<file path="config.mk">
export PLATFORM = sky130hd
export DESIGN_NAME = pipe_hazard_ctrl
export DESIGN_NICKNAME = d
export VERILOG_FILES = /design/src/rtl/y86_pkg.sv /design/src/rtl/pipe_reg.sv /design/src/rtl/pipe_hazard_ctrl.sv
export SDC_FILE = /design/constraint.sdc
export NUM_CORES = 1
export LEC_CHECK = 0
export ABC_AREA = 1
export CORE_AREA = 2 2 173 175
export CTS_CLUSTER_SIZE = 10
export DETAILED_ROUTE_END_ITERATION = 8
export DIE_AREA = 0 0 175 177
export SYNTH_ARGS = -nofsm -noshare
export SYNTH_HDL_FRONTEND = slang
export SYNTH_SLANG_ARGS = --single-unit
</file>
<file path="constraint.sdc">
create_clock -name clk -period 1.82 [get_ports clk]
set_input_delay 0.364 -clock clk [delete_from_list [all_inputs] [get_ports clk]]
set_output_delay 0.364 -clock clk [all_outputs]
set_load 0.01 [all_outputs]
</file>
<file path="src/rtl/y86_pkg.sv">
`default_nettype none
// ============================================================================
// Package     : y86_pkg
// Description : Shared Y86 icodes, status codes, register encodings and
//               pipeline-bubble helpers for the hazard/forwarding control.
// Revision    : 1.0 - initial release
// ============================================================================
package y86_pkg;

    localparam logic [3:0] c_icode_halt  = 4'h0;
    localparam logic [3:0] c_icode_nop   = 4'h1;
    localparam logic [3:0] c_icode_cmov  = 4'h2;
    localparam logic [3:0] c_icode_irmov = 4'h3;
    localparam logic [3:0] c_icode_rmmov = 4'h4;
    localparam logic [3:0] c_icode_mrmov = 4'h5;
    localparam logic [3:0] c_icode_opq   = 4'h6;
    localparam logic [3:0] c_icode_jxx   = 4'h7;
    localparam logic [3:0] c_icode_call  = 4'h8;
    localparam logic [3:0] c_icode_ret   = 4'h9;
    localparam logic [3:0] c_icode_push  = 4'hA;
    localparam logic [3:0] c_icode_pop   = 4'hB;

    localparam logic [2:0] c_stat_aok = 3'd1;
    localparam logic [2:0] c_stat_hlt = 3'd2;
    localparam logic [2:0] c_stat_adr = 3'd3;
    localparam logic [2:0] c_stat_ins = 3'd4;

    localparam logic [3:0] c_rnone = 4'hF;

    // Control header of a bubble: {icode, rA, rB, stat}; data fields are zero.
    function automatic logic [14:0] bubble_hdr(input logic [3:0] rnone);
        return {c_icode_nop, rnone, rnone, c_stat_aok};
    endfunction

    function automatic logic is_load_icode(input logic [3:0] icode);
        return (icode == c_icode_mrmov) || (icode == c_icode_pop);
    endfunction

endpackage : y86_pkg
`default_nettype wire

</file>
<file path="src/rtl/pipe_reg.sv">
`default_nettype none
// ============================================================================
// Module      : pipe_reg
// Description : Pipeline register with stall (hold) and bubble (load NOP);
//               bubble wins over stall.
// Revision    : 1.0 - initial release
// ============================================================================
module pipe_reg #(
    parameter int               WIDTH  = 8,
    parameter logic [WIDTH-1:0] BUBBLE = '0
) (
    input  logic             clk,
    input  logic             rst_n,
    input  logic             stall,
    input  logic             bubble,
    input  logic [WIDTH-1:0] d,
    output logic [WIDTH-1:0] q
);

    logic [WIDTH-1:0] r_q;

    always_ff @(posedge clk) begin
        if (!rst_n || bubble) begin
            r_q <= BUBBLE;
        end else if (!stall) begin
            r_q <= d;
        end
    end

    assign q = r_q;

endmodule : pipe_reg
`default_nettype wire

</file>
<file path="src/rtl/pipe_hazard_ctrl.sv">
`default_nettype none
// ============================================================================
// Module      : pipe_hazard_ctrl
// Description : E->M and M->W pipeline registers feeding forwarding/writeback,
//               F/D/E stall and bubble generation, and the halt state machine.
// Revision    : 1.0 - initial release
// ============================================================================
module pipe_hazard_ctrl
    import y86_pkg::*;
#(
    parameter int         N     = 64,
    parameter logic [3:0] RNONE = 4'hF
) (
    input  logic         clk,
    input  logic         rst_n,
    input  logic [3:0]   d_icode,
    input  logic [3:0]   d_srcA,
    input  logic [3:0]   d_srcB,
    input  logic [3:0]   e_icode,
    input  logic [3:0]   e_rA,
    input  logic [3:0]   e_rB,
    input  logic [N-1:0] e_valE,
    input  logic         e_cnd,
    input  logic [2:0]   e_stat,
    input  logic [N-1:0] m_valM_in,
    input  logic         m_dmem_err,
    output logic [3:0]   m_icode,
    output logic [3:0]   m_rA,
    output logic [3:0]   m_rB,
    output logic [N-1:0] m_valE,
    output logic [N-1:0] m_valM,
    output logic [3:0]   w_icode,
    output logic [3:0]   w_rA,
    output logic [3:0]   w_rB,
    output logic [N-1:0] w_valE,
    output logic [N-1:0] w_valM,
    output logic [2:0]   w_stat,
    output logic         f_stall,
    output logic         d_stall,
    output logic         d_bubble,
    output logic         e_bubble,
    output logic         halted
);

    localparam int c_m_width = 15 + N;
    localparam int c_w_width = 15 + 2 * N;

    localparam logic [c_m_width-1:0] c_m_bubble = {bubble_hdr(RNONE), {N{1'b0}}};
    localparam logic [c_w_width-1:0] c_w_bubble = {bubble_hdr(RNONE), {(2 * N){1'b0}}};

    localparam logic [1:0] c_st_run    = 2'd0;
    localparam logic [1:0] c_st_drain  = 2'd1;
    localparam logic [1:0] c_st_halted = 2'd2;

    logic [1:0]           r_state;
    logic [c_m_width-1:0] w_m_d;
    logic [c_m_width-1:0] w_m_q;
    logic [c_w_width-1:0] w_w_d;
    logic [c_w_width-1:0] w_w_q;
    logic [3:0]           w_e_rb_eff;
    logic [2:0]           w_m_stat_reg;
    logic [2:0]           w_m_stat;
    logic                 w_m_bubble;
    logic                 w_w_stall;
    logic                 w_load_use;
    logic                 w_mispred;
    logic                 w_ret_in;

    // A cmov whose condition failed must not write its destination.
    assign w_e_rb_eff = (e_icode == c_icode_cmov && !e_cnd) ? RNONE : e_rB;
    assign w_m_d      = {e_icode, e_rA, w_e_rb_eff, e_stat, e_valE};

    pipe_reg #(
        .WIDTH  (c_m_width),
        .BUBBLE (c_m_bubble)
    ) u_m_reg (
        .clk    (clk),
        .rst_n  (rst_n),
        .stall  (1'b0),
        .bubble (w_m_bubble),
        .d      (w_m_d),
        .q      (w_m_q)
    );

    assign {m_icode, m_rA, m_rB, w_m_stat_reg, m_valE} = w_m_q;
    assign m_valM   = m_valM_in;
    assign w_m_stat = m_dmem_err ? c_stat_adr : w_m_stat_reg;

    assign w_w_d = {m_icode, m_rA, m_rB, w_m_stat, m_valE, m_valM_in};

    pipe_reg #(
        .WIDTH  (c_w_width),
        .BUBBLE (c_w_bubble)
    ) u_w_reg (
        .clk    (clk),
        .rst_n  (rst_n),
        .stall  (w_w_stall),
        .bubble (1'b0),
        .d      (w_w_d),
        .q      (w_w_q)
    );

    assign {w_icode, w_rA, w_rB, w_stat, w_valE, w_valM} = w_w_q;

    assign w_load_use = is_load_icode(e_icode) && (e_rA != RNONE) &&
                        ((e_rA == d_srcA) || (e_rA == d_srcB));
    assign w_mispred  = (e_icode == c_icode_jxx) && !e_cnd;
    assign w_ret_in   = (d_icode == c_icode_ret) || (e_icode == c_icode_ret) ||
                        (m_icode == c_icode_ret);
    assign w_m_bubble = (w_m_stat != c_stat_aok) || (w_stat != c_stat_aok);
    assign w_w_stall  = (w_stat != c_stat_aok);

    always_ff @(posedge clk) begin
        if (!rst_n) begin
            r_state <= c_st_run;
        end else begin
            case (r_state)
                c_st_run:    if (w_m_stat != c_stat_aok) r_state <= c_st_drain;
                c_st_drain:  if (w_stat != c_stat_aok) r_state <= c_st_halted;
                c_st_halted: r_state <= c_st_halted;
                default:     r_state <= c_st_run;
            endcase
        end
    end

    assign halted = (r_state == c_st_halted);

    // Load-use takes priority over ret for D: stall rather than bubble.
    always_comb begin
        f_stall  = w_load_use | w_ret_in;
        d_stall  = w_load_use;
        d_bubble = w_mispred | (w_ret_in & ~w_load_use);
        e_bubble = w_mispred | w_load_use;
        if (halted) begin
            f_stall  = 1'b1;
            d_stall  = 1'b1;
            e_bubble = 1'b1;
        end
    end

endmodule : pipe_hazard_ctrl
`default_nettype wire

</file>
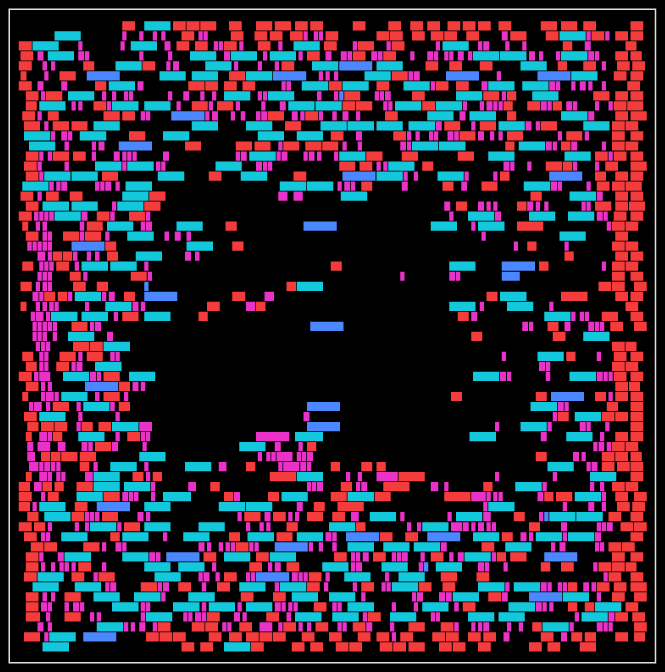
Figure 1: placed cells, one color a class.
cyan -> registers  # cells 224
blue -> clock drivers and dummy loads  # cells 32
magenta -> remaining logic cells  # cells 668
red -> remaining buffers and delay cells  # cells 496
flop share of the area: 33.1%
core area: 0.0292 mm²
final design utilization: 46.4%

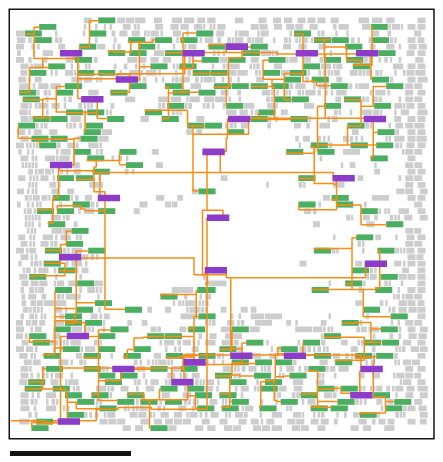
Figure 2: routed clock nets over the placement.
The bar under the picture is 50 µm long.
green -> flip-flops  # count 224
orange -> clock wires  # length 3,180 µm
purple -> clock-net drivers  # count 26
flops lie = spread over the die
routed clock nets = 27
Setup Skew: 0.0136 ns
worst skew pair latency: 0.52 ns
P_clk: 4580 µW
proportion of power drawn by the clock network: 35.7%

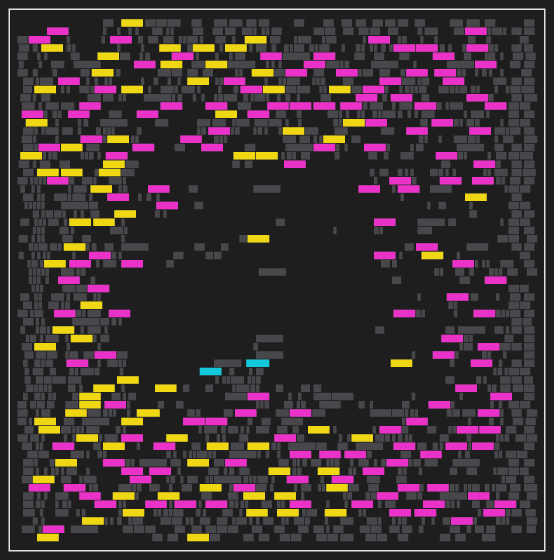
Figure 3: where the registers sit.
yellow -> `u_m_reg.q`  # flops 79
cyan -> `r_state`  # flops 2
magenta -> `u_w_reg.q`  # flops 143, where spread over the die

==> summary.log <==
qor: status.outcome finished clean
qor: synth.synthMuxAreaShare 0%
qor: synth.yosys-top-cells-area sky130_fd_sc_hd__dfxtp_1 52%, sky130_fd_sc_hd__nor2_1 15%, sky130_fd_sc_hd__buf_4 12%
qor: synth.yosys_area 0.00854 mm²
qor: critical_path.crit_chain clkdlybuf4s50_1 > clkdlybuf4s50_1
qor: place.io_buffer_count 446
qor: die.die_y 177 µm
qor: routing.drt_wl_total 29,200 µm
qor: power_and_ir_drop.design_power_total 12,800 µW
qor: place.hpwl_dp 21,000 µm
qor: synth.topCombFamilyByArea simple AND/OR/NAND/NOR gates
qor: critical_path.critPathLaunchType input port
qor: global_route.grt_start_max_net_pins 144
qor: synth.yosys.area_share.aoi 8.13%
qor: timing.slew_headroom 60.2%
qor: timing.rsz0062_at_grt yes
qor: clock_network.path_clk_slew 0.05 ns
qor: synth.postSynthCellCount 1,085
qor: finish.finalNetCount 1,578
qor: critical_path.critical-path-max-stage-delay 0.55 ns
qor: routing.drcViolationCount 0
qor: finish.final_non_filler_cell_total 1,811
qor: die.fp.dieW 175 µm
qor: critical_path.cp_data_required_time 1.46 ns
qor: critical_path.critPathBufInv 2
qor: finish.layout_overhead_on_the_synthesized_area 58.9%
qor: timing.timing.hold.ws 0.213 ns
qor: clock_network.clock-root-buffer sky130_fd_sc_hd__clkbuf_16
qor: synth.ys_ff 224
qor: critical_path.crit_family buffers and inverters
qor: place.place.gp.congestion 0.828
qor: clock_network.cts_hold_buffers 0
qor: global_route.first_global_vias 7,324
qor: clock_network.clock_buffers_created_by_tritoncts 26
qor: synth.top_cell_area_share 52.5%
qor: power_and_ir_drop.power.density_cell_area 944 mW/mm²
qor: critical_path.crit_arrival 1.44 ns
qor: synth.postSynthNetCount 1,247
qor: flow_run.openroad_warning_count 33
qor: critical_path.crit_path_frequent_cell sky130_fd_sc_hd__clkdlybuf4s50_1
qor: global_route.grt_overflow 0
qor: synth.ys.warnings.count 0
qor: clock_network.cts_buffer_depth 3
qor: critical_path.end_kind output pin
qor: critical_path.rr_startpoint u_w_reg.q[128]
qor: routing.first_pass_iters 4
qor: synth.simple_gate_area_share 20.0%
qor: critical_path.timing.critical_path.slowest_stage_cell sky130_fd_sc_hd__clkdlybuf4s50_1
qor: die.io-pin-count 447
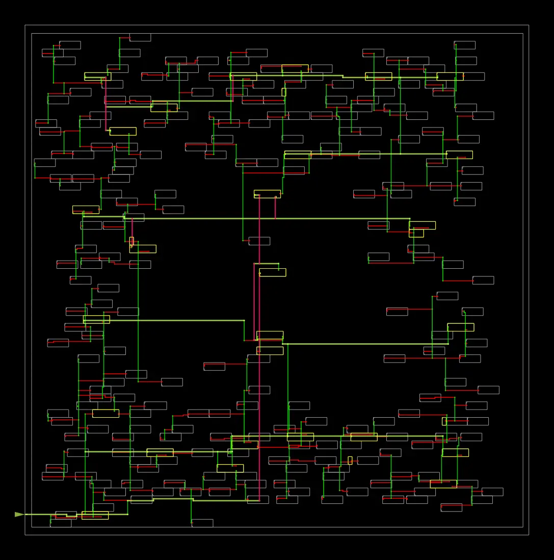
Figure 4: clock routing.
CTS sink cnt: 224
layout sequential cell count: 224
final-layout clock buffer total: 32

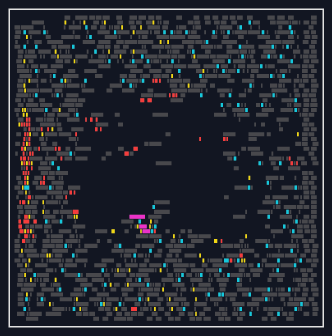
Figure 5: gate families picked out.
red -> nand cells  # cells 82
cyan -> aoi and oai cells  # cells 138, where spread over the die
yellow -> inv cells  # cells 92
magenta -> fa/ha/maj cells  # cells 3

==> routing by layer <==
metal | part of all wire [%] | GRT usage [%] | vias up
li1 | - | - | 3840
met1 | 39 | 19.7 | 3445
met2 | 48 | 31.0 | 312
met3 | 11 | 8.18 | 31
met4 | 1.7 | 4.34 | 0
met5 | 0 | 0 | -
==> per-stage QoR <==
| stage | worst slack [ns] | TNS [ns] |
|---|---|---|
| 2_1_floorplan | 0.301 | 0 |
| 3_3_place_gp | -0.645 | -2.87 |
| 3_5_place_dp | -0.639 | -2.93 |
| 4_1_cts | -0.0174 | -0.0174 |
| 5_1_grt | -0.0458 | -0.0794 |
| 6_report | 0.0169 | 0 |
==> synth_stat cells <==
master / n
sky130_fd_sc_hd__or2_1: 1
sky130_fd_sc_hd__nand3b_1: 5
sky130_fd_sc_hd__inv_1: 89
sky130_fd_sc_hd__clkbuf_1: 41
sky130_fd_sc_hd__inv_2: 3
sky130_fd_sc_hd__nor2_4: 1
sky130_fd_sc_hd__nor3_4: 1
sky130_fd_sc_hd__nand3_1: 16
sky130_fd_sc_hd__buf_2: 11
sky130_fd_sc_hd__ha_1: 3
sky130_fd_sc_hd__or2_2: 1
sky130_fd_sc_hd__a41oi_1: 1
sky130_fd_sc_hd__o21ai_0: 134
sky130_fd_sc_hd__buf_6: 1
sky130_fd_sc_hd__a21oi_1: 3
sky130_fd_sc_hd__buf_4: 140
sky130_fd_sc_hd__dfxtp_1: 224
sky130_fd_sc_hd__nand4_1: 4
sky130_fd_sc_hd__nand2_1: 56
sky130_fd_sc_hd__nand2_2: 1
sky130_fd_sc_hd__nor2_1: 349
==> final cells by class <==
| class | count | area (µm²) |
|---|---|---|
| timing repair buffer | 496 | 5050 |
| clock buffer | 32 | 704 |
| tap | 390 | 488 |
| inverter | 92 | 350 |
| fill | 2902 | 15700 |
| antenna | 1 | 2.50 |
| sequential | 224 | 4490 |
| multi-input combinational | 576 | 2490 |
==> repair_timing <==
item | CTS | global route
pin swaps | 4 | 3
gates cloned | 0 | 0
setup buffers | 1 | 0
setup endpoints to repair | 56 | 97
endpoints found under the hold margin | 0 | 0
gates resized | 95 | 111
==> flip-flops by register name, indices dropped and copies added (netlist names) <==
signal,cells
u_w_reg.q,143
u_m_reg.q,79
r_state,2
==> final timing paths <==
| kind | cells after the start | end |
|---|---|---|
| setup / recovery | 2 | m_valM[51] |
| hold / removal | 3 | u_m_reg.q[71] |
| setup reg to reg | 6 | u_w_reg.q[70] |
| hold reg to reg | 2 | u_w_reg.q[133] |
==> kinds of logic after synthesis <==
family	Yosys count
AND-OR/OR-AND	138
buffers and inverters	285
flip-flops	224
adder cells (fa/ha/maj)	3
AND/OR/NAND/NOR	435
==> power by group <==
group	switching, µW	internal, µW	total [µW]
logic	1340	1370	2720
registers	198	5310	5510
clock network	1920	2660	4580
total	3460	9340	12800
Power is estimated from default activity; no workload was simulated.
